[config.mk]
export PLATFORM = sky130hd
export DESIGN_NAME = shift_deserializer
export DESIGN_NICKNAME = d
export VERILOG_FILES = /design/src/rtl/shift_pkg.sv /design/src/rtl/shift_bit_counter.sv /design/src/rtl/shift_deserializer.sv
export SDC_FILE = /design/constraint.sdc
export NUM_CORES = 1
export LEC_CHECK = 0
export CAP_MARGIN = 20
export CORE_AREA = 2 2 39 41
export CTS_CLUSTER_DIAMETER = 200
export DETAILED_ROUTE_END_ITERATION = 8
export DIE_AREA = 0 0 41 43
export PLACE_DENSITY = 0.65
export SETUP_SLACK_MARGIN = 0.4
export SYNTH_ARGS = -nofsm -noshare
export SYNTH_HDL_FRONTEND = slang
export SYNTH_SLANG_ARGS = --single-unit
export TNS_END_PERCENT = 30
[constraint.sdc]
create_clock -name clk -period 3.3 [get_ports clk]
set_input_delay 0.99 -clock clk [delete_from_list [all_inputs] [get_ports clk]]
set_output_delay 0.99 -clock clk [all_outputs]
set_load 0.01 [all_outputs]
[src/rtl/shift_pkg.sv]
// rtl/shift_pkg.sv - shared encodings for the serial-to-parallel deserializer
//   DIR_MSB_FIRST / DIR_LSB_FIRST : values of the dir input
//   state_t                       : deserializer FSM states
package shift_pkg;

    localparam logic DIR_MSB_FIRST = 1'b0;
    localparam logic DIR_LSB_FIRST = 1'b1;

    typedef enum logic [1:0] {
        ST_COLLECT = 2'b00,
        ST_PARITY  = 2'b01,
        ST_HOLD    = 2'b10
    } state_t;

endpackage

[src/rtl/shift_bit_counter.sv]
// rtl/shift_bit_counter.sv - accepted-bit counter with clear and terminal flag
//   clk, rst : clock, asynchronous active-high reset
//   clr      : return count to 0 (wins over inc)
//   inc      : advance count by one
//   count    : current bit index 0..WIDTH-1
//   last     : count == WIDTH-1
module shift_bit_counter #(
    parameter int WIDTH = 4,
    localparam int CW = (WIDTH > 1) ? $clog2(WIDTH) : 1
) (
    input  logic          clk,
    input  logic          rst,
    input  logic          clr,
    input  logic          inc,
    output logic [CW-1:0] count,
    output logic          last
);

    always_ff @(posedge clk or posedge rst) begin
        if (rst) begin
            count <= '0;
        end else if (clr) begin
            count <= '0;
        end else if (inc) begin
            count <= count + CW'(1);
        end
    end

    assign last = (count == CW'(WIDTH - 1));

endmodule

[src/rtl/shift_deserializer.sv]
// rtl/shift_deserializer.sv - serial bit stream to WIDTH-bit word, optional even parity
//   optional feature macro: SHIFT_DESER_PARITY_EN (one trailing even-parity bit per word)
//   clk, rst              : clock, asynchronous active-high reset
//   dir                   : 0 MSB-first, 1 LSB-first; sampled on the first bit of a word
//   sin, sin_valid        : serial bit and its qualifier
//   sin_ready             : bit accepted when sin_valid & sin_ready
//   dout, dout_valid      : assembled word, valid while holding
//   dout_ready            : consumer takes dout
//   perr                  : parity error for the held word (0 without parity)
module shift_deserializer #(
    parameter int WIDTH = 4
) (
    input  logic             clk,
    input  logic             rst,
    input  logic             dir,
    input  logic             sin,
    input  logic             sin_valid,
    output logic             sin_ready,
    output logic [WIDTH-1:0] dout,
    output logic             dout_valid,
    input  logic             dout_ready,
    output logic             perr
);

    import shift_pkg::*;

    localparam int CW = (WIDTH > 1) ? $clog2(WIDTH) : 1;

    state_t           state;
    state_t           state_n;
    logic [WIDTH-1:0] sreg;
    logic             dir_q;
    logic             dir_eff;
    logic             accept;
    logic             take_data;
    logic             first_bit;
    logic             handshake;
    logic             cnt_clr;
    logic [CW-1:0]    cnt;
    logic             cnt_last;

    // sin_ready is low only in HOLD, so acceptance is derived from state
    // directly rather than through the output to keep the comb path flat.
    assign accept    = sin_valid && (state != ST_HOLD);
    assign take_data = accept && (state == ST_COLLECT);
    assign first_bit = (cnt == '0);
    assign handshake = (state == ST_HOLD) && dout_ready;

    // The first bit of a word uses the live dir; later bits use the latch.
    assign dir_eff   = first_bit ? dir : dir_q;
    assign cnt_clr   = (take_data && cnt_last) || handshake;

    shift_bit_counter #(.WIDTH(WIDTH)) u_cnt (
        .clk   (clk),
        .rst   (rst),
        .clr   (cnt_clr),
        .inc   (take_data),
        .count (cnt),
        .last  (cnt_last)
    );

    always_ff @(posedge clk or posedge rst) begin
        if (rst) begin
            state <= ST_COLLECT;
        end else begin
            state <= state_n;
        end
    end

    always_comb begin
        state_n    = state;
        sin_ready  = 1'b1;
        dout_valid = 1'b0;
        case (state)
            ST_COLLECT: begin
                if (take_data && cnt_last) begin
`ifdef SHIFT_DESER_PARITY_EN
                    state_n = ST_PARITY;
`else
                    state_n = ST_HOLD;
`endif
                end
            end
`ifdef SHIFT_DESER_PARITY_EN
            ST_PARITY: begin
                if (accept) begin
                    state_n = ST_HOLD;
                end
            end
`endif
            ST_HOLD: begin
                sin_ready  = 1'b0;
                dout_valid = 1'b1;
                if (dout_ready) begin
                    state_n = ST_COLLECT;
                end
            end
            default: begin
                state_n = ST_COLLECT;
            end
        endcase
    end

    always_ff @(posedge clk or posedge rst) begin
        if (rst) begin
            sreg  <= '0;
            dir_q <= DIR_MSB_FIRST;
        end else if (take_data) begin
            if (first_bit) begin
                dir_q <= dir;
            end
            if (dir_eff == DIR_LSB_FIRST) begin
                sreg <= {sin, sreg[WIDTH-1:1]};
            end else begin
                sreg <= {sreg[WIDTH-2:0], sin};
            end
        end
    end

    assign dout = sreg;

`ifdef SHIFT_DESER_PARITY_EN
    logic perr_q;

    // Even parity: data bits plus parity bit must XOR to zero.
    always_ff @(posedge clk or posedge rst) begin
        if (rst) begin
            perr_q <= 1'b0;
        end else if (accept && (state == ST_PARITY)) begin
            perr_q <= (^sreg) ^ sin;
        end
    end

    assign perr = perr_q;
`else
    assign perr = 1'b0;
`endif

endmodule

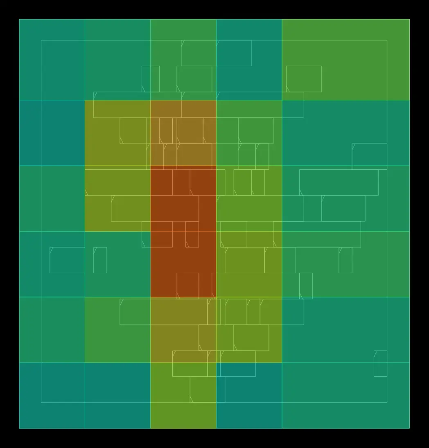
Fig. 1. Routing congestion map.
layer with the highest usage: met2
met3 Resource Use GR: 0.04712

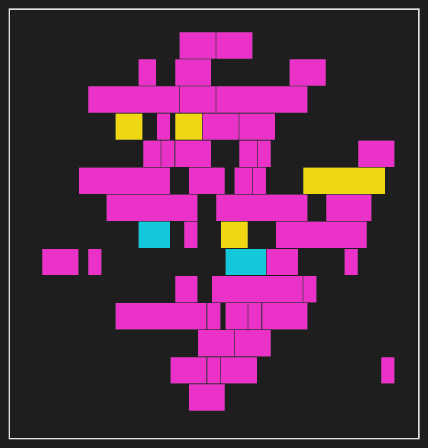
Fig. 2. Cells by drive strength.
yellow -> x3 and x4  # cells 4
magenta -> x1 and smaller  # cells 45
cyan -> x2  # cells 2

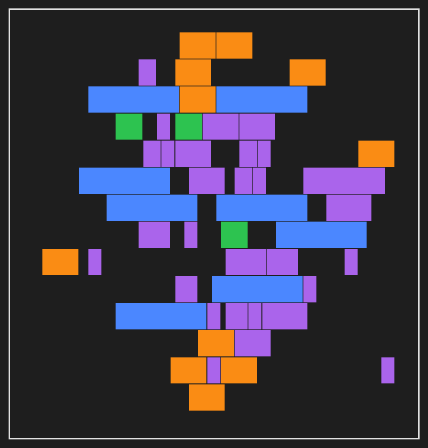
Fig. 3. Cells coloured by class.
purple -> remaining logic cells  # cells 29, share of their area 38%
orange -> remaining buffers and delay cells  # cells 11, share of their area 21%
green -> clock-net drivers  # cells 3, share of their area 4.2%
blue -> registers  # cells 8, share of their area 37%

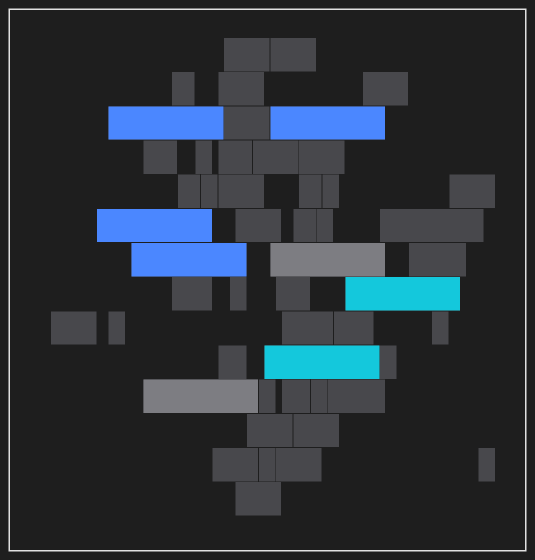
Fig. 4. Sequential cells coloured by netlist name.
Other sequential cells in the stronger grey, the rest of the logic in the fainter grey.
cyan -> `u_cnt.count`  # flops 2
blue -> `dout`  # flops 4
not coloured = 2
Flop+latch power: 0.000180 W
flop share of the area: 0.3596
Core Util, Final: 0.4024
Sequential Area: 200.2 sq um

==> results.sh <==
# physical design summary
export IMPL_rows=14
export IMPL_syn_num_nets=47
export IMPL_timing_critical_path_from="state[1]"
export IMPL_clk_path_buf_depth=2
export IMPL_clk_pin_slew_ns=0.05
export IMPL_cts_repair_timing_setup_buffer_count=0
export IMPL_clk_latency_ns=0.25
export IMPL_ys_sh_adder=0.06006
export IMPL_outcome="finished clean"
export IMPL_syn_area_per_cell_sq_um=10.68
export IMPL_rsz0062_at_grt="false"
export IMPL_worstSetupEndpointType="primary output"
export IMPL_syn_area_sq_um=416.7
export IMPL_top_cells_by_count="dfrtp_1 (8), inv_1 (5), mux2i_1 (5), nand2_1 (5), o21ai_1 (3)"
export IMPL_whs_path_depth=2
export IMPL_finalClockPeriodUsage=0.6829
export IMPL_die_y_um=43
export IMPL_grt_pass1_wl_um=1228
export IMPL_hold_class="reg2reg"
export IMPL_top_area_cell="dfrtp_1"
export IMPL_ir_drop_mv=0.3371
export IMPL_cts_root_buffer="clkbuf_4"
[metal layers]
layer / up-vias / share of wire
met5: - / 0
met4: 0 / 0
met3: 0 / 0.047
met2: 7 / 0.49
met1: 137 / 0.46
li1: 155 / -
[report_power, final]
| group | total (W) | internal, W | switching, W |
|---|---|---|---|
| combinational | 0.000242 | 0.000138 | 0.000103 |
| sequential | 0.000180 | 0.000144 | 0.0000365 |
| clock | 0.0000723 | 0.0000415 | 0.0000308 |
[registers in the layout, indices dropped and copies added (netlist names)]
name and flops:
dout 4, u_cnt.count 2, dir_q 1, state 1
[area by class of cell]
class | count | area share
multi-input combinational | 24 | 0.3326
tap | 16 | 0.03596
clock buffer | 3 | 0.04045
sequential | 8 | 0.3596
timing repair buffer | 11 | 0.1978
inverter | 5 | 0.03371
Power figures rest on the tool's default switching activity, not on a simulated workload.
